**src/rtl/tdm2p.sv**
```systemverilog
// TDM receiver: recovers fs-aligned 8 x 32-bit frames from an oversampled serial stream.
// Optional build macro TDM2P_SYNC_EN adds 2-flop synchronizers on sclk, fs and tdmin.
module tdm2p #(
  parameter int MISS_LIMIT = 1
) (
  input  logic         clk,
  input  logic         rstn,
  input  logic         enable,
  input  logic         sclk,
  input  logic         fs,
  input  logic         tdmin,
  output logic         valid,
  output logic [255:0] pdata,
  output logic         locked,
  output logic         bitSlipIncr,
  output logic         lostSyncIncr
);

  // state  | meaning
  // HUNT   | waiting for an fs-marked bit to start a frame
  // LOCKED | aligned; shifting bits, flywheeling over missing fs

  typedef enum logic {HUNT = 1'b0, LOCKED = 1'b1} state_t;

  localparam logic [3:0] MISS_LAST = 4'(MISS_LIMIT - 1);

  logic sclk_s, fs_s, tdm_s;
  logic sclk_d;
  logic rise;

`ifdef TDM2P_SYNC_EN
  logic [1:0] sclk_q, fs_q, tdm_q;

  always_ff @(posedge clk or negedge rstn) begin
    if (!rstn) begin
      sclk_q <= '0;
      fs_q   <= '0;
      tdm_q  <= '0;
    end else begin
      sclk_q <= {sclk_q[0], sclk};
      fs_q   <= {fs_q[0], fs};
      tdm_q  <= {tdm_q[0], tdmin};
    end
  end

  assign sclk_s = sclk_q[1];
  assign fs_s   = fs_q[1];
  assign tdm_s  = tdm_q[1];
`else
  assign sclk_s = sclk;
  assign fs_s   = fs;
  assign tdm_s  = tdmin;
`endif

  assign rise = sclk_s & ~sclk_d;

  state_t       state;
  logic [7:0]   cnt;
  logic [3:0]   miss;
  // Bit 255 never lands here: it is merged straight into pdata on the last event.
  logic [254:0] sr;

  always_ff @(posedge clk or negedge rstn) begin
    if (!rstn) begin
      sclk_d       <= 1'b0;
      state        <= HUNT;
      cnt          <= '0;
      miss         <= '0;
      sr           <= '0;
      pdata        <= '0;
      valid        <= 1'b0;
      locked       <= 1'b0;
      bitSlipIncr  <= 1'b0;
      lostSyncIncr <= 1'b0;
    end else begin
      sclk_d       <= sclk_s;
      valid        <= 1'b0;
      bitSlipIncr  <= 1'b0;
      lostSyncIncr <= 1'b0;
      if (!enable) begin
        state  <= HUNT;
        locked <= 1'b0;
        cnt    <= '0;
        miss   <= '0;
        sr     <= '0;
      end else if (rise) begin
        case (state)
          HUNT: begin
            if (fs_s) begin
              sr[0]  <= tdm_s;
              cnt    <= 8'd1;
              miss   <= '0;
              state  <= LOCKED;
              locked <= 1'b1;
            end
          end
          LOCKED: begin
            if (fs_s) begin
              // fs mid-frame: drop the partial frame and realign on this bit
              if (cnt != 8'd0) bitSlipIncr <= 1'b1;
              sr[0] <= tdm_s;
              cnt   <= 8'd1;
              miss  <= '0;
            end else if (cnt != 8'd0) begin
              if (cnt == 8'd255) begin
                pdata <= {tdm_s, sr};
                valid <= 1'b1;
              end else begin
                sr[cnt] <= tdm_s;
              end
              cnt <= cnt + 8'd1;
            end else if (miss < MISS_LAST) begin
              miss  <= miss + 4'd1;
              sr[0] <= tdm_s;
              cnt   <= 8'd1;
            end else begin
              lostSyncIncr <= 1'b1;
              state        <= HUNT;
              locked       <= 1'b0;
            end
          end
          default: begin
            state  <= HUNT;
            locked <= 1'b0;
          end
        endcase
      end
    end
  end

endmodule

```
**config.mk**
```make
export PLATFORM = sky130hd
export DESIGN_NAME = tdm2p
export DESIGN_NICKNAME = d
export VERILOG_FILES = /design/src/rtl/tdm2p.sv
export SDC_FILE = /design/constraint.sdc
export NUM_CORES = 1
export LEC_CHECK = 0
export CAP_MARGIN = 20
export CORE_ASPECT_RATIO = 0.8
export CORE_UTILIZATION = 60
export CTS_BUF_LIST = sky130_fd_sc_hd__clkbuf_4 sky130_fd_sc_hd__clkbuf_8
export DETAILED_ROUTE_END_ITERATION = 8
export GPL_TIMING_DRIVEN = 0
export MAX_ROUTING_LAYER = met4
export PLACE_DENSITY = 0.95
export SLEW_MARGIN = 20
export SYNTH_ARGS = -nofsm -noshare
export SYNTH_HDL_FRONTEND = slang
export SYNTH_SLANG_ARGS = --single-unit
export TNS_END_PERCENT = 30
```
**constraint.sdc**
```tcl
create_clock -name clk -period 3.5 [get_ports clk]
set_input_delay 0.35 -clock clk [delete_from_list [all_inputs] [get_ports clk]]
set_output_delay 0.35 -clock clk [all_outputs]
set_load 0.1 [all_outputs]
```
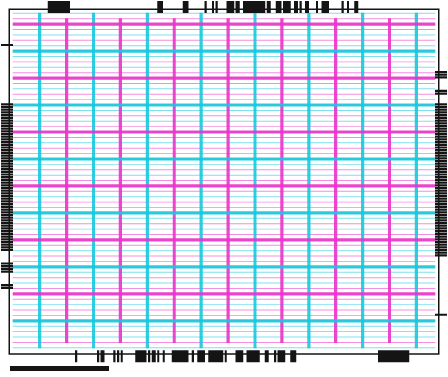
Fig. 1. Supply network.
Bar = 50 um. Pins as bars on the die edge.
colour	net
magenta	VDD
cyan	VSS
met4 straps	15
met1 rails	63
met5 straps	12
signal pins	266

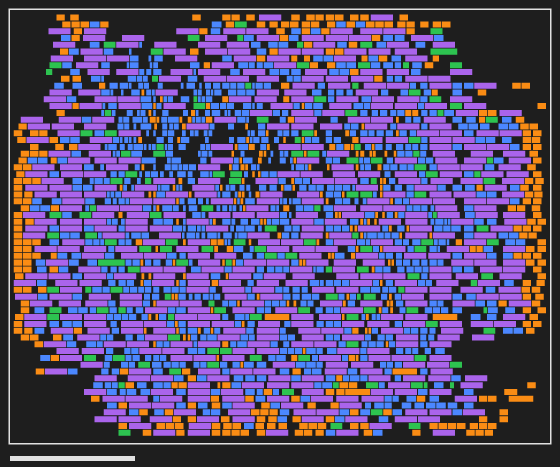
Fig. 2. Placed cells, one colour a class.
Bar = 50 um.
colour	class	cells
orange	other buffers and delay cells	471
green	clock drivers and dummy loads	140
blue	all other logic	938
purple	flip-flops	525

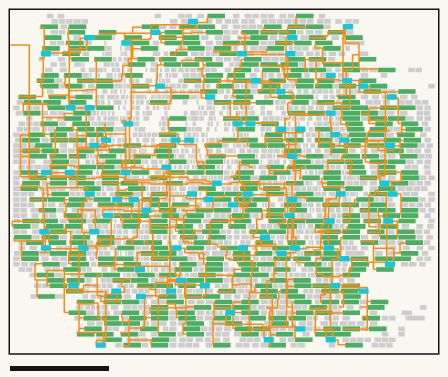
Fig. 3. Clock wires, drivers and flops.
Bar = 50 um.
[cyan] cells driving clock nets | count: 80
[orange] clock wires | length: 6,380 um
[green] flip-flops | count: 525
routed clock nets	81
flops lie	all over the die

==> Changelog: implementation <==
### Physical design

* Max-cap violations at 0
* Violated checks: negative setup slack
* Die X at 216 um
* Worst Setup EP: sr[219]
* Worst IR drop on VDD at 0.000283 V
* Layout Cells excl Fill at 2,565
* Worst R2R Start: cnt[0]
* Crit path depth at 7
* Most frequent cells in the layout: 525 x dfrtp_1, 264 x clkdlybuf4s50_1, 229 x mux2_1, 184 x o311ai_0, 164 x o31ai_1
* Seq share, synth at 0.599
* Drt total wl at 75,400 um
* Max-slew violations at 0
* PnR worst setup slack at -0.172 ns
* Die y size at 173 um
* Reg clk slew, reported paths at 0.07 ns
* Instance area at placement at 0.0253 mm^2
* Crit path capture type: register
* Number of enable flip-flop cells at 0
* Placed cell count at 2,413
* Reg2Reg Depth at 7
* Post-CTS setup buffers at 0
* # setup viols final at 2
* Total Neg Setup Slack at -0.205 ns
* Max stage delay cell, worst path: o21ai_1
* Static Leak at 12.2 nW
* Dpl hpwl at 49,200 um
* Slew @ Worst Pin at 1.18 ns
* Final Hold Violating Endpoints at 0
* Late-Pin Clk Latency at 0.64 ns
* Crit Path Max Fanout at 10
* Cell total in the yosys stat output at 1,663
* Clk sinks at 525
* Clock Skew at 0.0361 ns
* Mapped Area at 0.0219 mm^2
* Fmax at 272 MHz
* Initial Util at 0.611
* Status: finished, violations left
* GP Congestion at 1.02
* Mean Syn Cell Area at 13.2 um^2
* CTS max path bufs at 3
* Distinct lib cells used at 47
* Area grow syn2layout at 23.5%
* Ys flops at 525
* Nets at 2,026
* Via/cell ratio at 7.19
* Share of layout cells above drive strength 1 at 0.119
* DRC viols at 0
* Remaining global-route overflow at 0
* Vias in the first global route at 18,506
* Delay-heaviest family, CP: AND-OR/OR-AND gates
* Initial antenna violation count at 7
* WP data required at 4.05 ns
* Cells along the critical path: ha_1 > nand3_1 > o21ai_1 > buf_2 > clkbuf_1 > o311ai_0 > o31ai_1
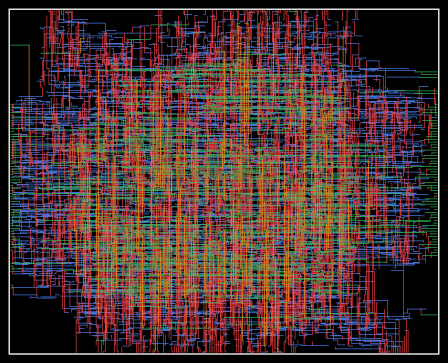
Fig. 4. Wiring by layer.
colour	layer	wire length
orange	met4	5,530 um
red	met2	31.7 mm
blue	met1	26.9 mm
green	met3	11,300 um

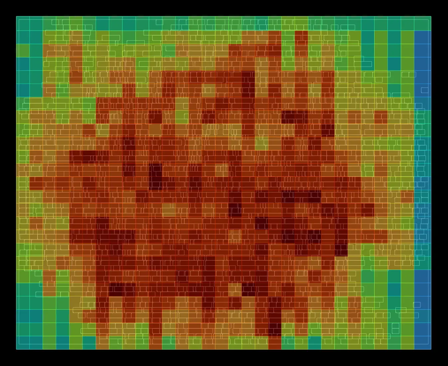
Fig. 5. Track usage over the die.
busiest grt layer: met2
drt wl/cell: 29.4 um
met1 Use GR: 0.536
met3 GRT Util: 0.161
gr usage total: 0.419

[sequential cells by signal (all words and copies together) (netlist names)]
register / cells
pdata: 256
valid: 1
bitSlipIncr: 1
state: 1
locked: 1
sr: 255
lostSyncIncr: 1
sclk_d: 1
cnt: 8
[power breakdown]
part	leakage (nW)	total, W	internal (W)	switching (W)
logic	3.95	0.000322	0.0000507	0.000271
clock network	0.906	0.00547	0.00301	0.00246
registers	7.33	0.00608	0.00607	0.00000298
[what timing repair did]
action	CTS	global route
setup endpoints to repair	0	1
hold buffers	1	0
endpoints found under the hold margin	90	0
gates resized	0	1
[per-layer routing]
| metal | vias to the layer above | GRT usage | part of all wire |
|---|---|---|---|
| li1 | 7182 | - | - |
| met1 | 8979 | 0.536 | 0.36 |
| met2 | 1761 | 0.566 | 0.42 |
| met3 | 521 | 0.161 | 0.15 |
| met4 | 0 | 0.246 | 0.073 |
| met5 | - | - | 0 |
[worst register-to-register path, stage by stage (launching register included)]
cell      delay (ns)
dfrtp_1         0.45
ha_1            0.23
nand3_1         0.30
o21ai_1         0.90
buf_2           0.47
clkbuf_1        0.54
o311ai_0        0.52
o31ai_1         0.18
[cell families after synthesis]
| family | count (synthesis) | share of synthesized area |
|---|---|---|
| buf+inv | 204 | 0.0424 |
| mux | 296 | 0.150 |
| flops | 525 | 0.599 |
| compound gates | 455 | 0.163 |
| fa+ha+maj | 4 | 0.00228 |
| simple gates | 179 | 0.0436 |
[cell usage after synthesis, types with 2 or more instances]
master | count | share of area
a21boi_0 | 4 | 0.0014
a21oi_1 | 5 | 0.0011
and2_1 | 2 | 0.00057
and3_1 | 3 | 0.00086
buf_1 | 19 | 0.0033
buf_2 | 16 | 0.0036
buf_4 | 38 | 0.013
clkbuf_1 | 126 | 0.022
dfrtp_1 | 525 | 0.60
ha_1 | 4 | 0.0023
inv_1 | 4 | 0.00068
mux2_1 | 229 | 0.12
mux2_2 | 28 | 0.014
mux2i_1 | 39 | 0.018
nand2_1 | 75 | 0.013
nand2b_1 | 3 | 0.00086
nand3_1 | 16 | 0.0036
nand3_2 | 8 | 0.0036
nand4_1 | 14 | 0.0040
nand4bb_1 | 2 | 0.0010
nor2_1 | 5 | 0.00086
nor2b_1 | 7 | 0.0020
nor3_1 | 21 | 0.0048
nor3b_1 | 2 | 0.00068
nor4_1 | 4 | 0.0011
o211ai_1 | 29 | 0.0099
o21ai_0 | 15 | 0.0034
o21ai_1 | 21 | 0.0048
o311ai_0 | 185 | 0.074
o31ai_1 | 164 | 0.056
o41ai_1 | 25 | 0.010
or3_1 | 5 | 0.0014
or3b_2 | 2 | 0.00080
or4_1 | 4 | 0.0014
or4_4 | 2 | 0.0010
[layout make-up]
| type | instances | area [um^2] | share of cell area |
|---|---|---|---|
| timing repair buffer | 271 | 2810 | 0.104 |
| sequential | 525 | 13100 | 0.485 |
| tap | 480 | 601 | 0.0222 |
| antenna | 11 | 27.5 | 0.00102 |
| clock buffer | 126 | 1570 | 0.0580 |
| clock inverter | 14 | 141 | 0.00522 |
| buffer | 200 | 915 | 0.0338 |
| inverter | 4 | 15.0 | 0.000554 |
| multi-input combinational | 934 | 7870 | 0.291 |
No activity file was given, so power comes from the tool's default toggle rates.
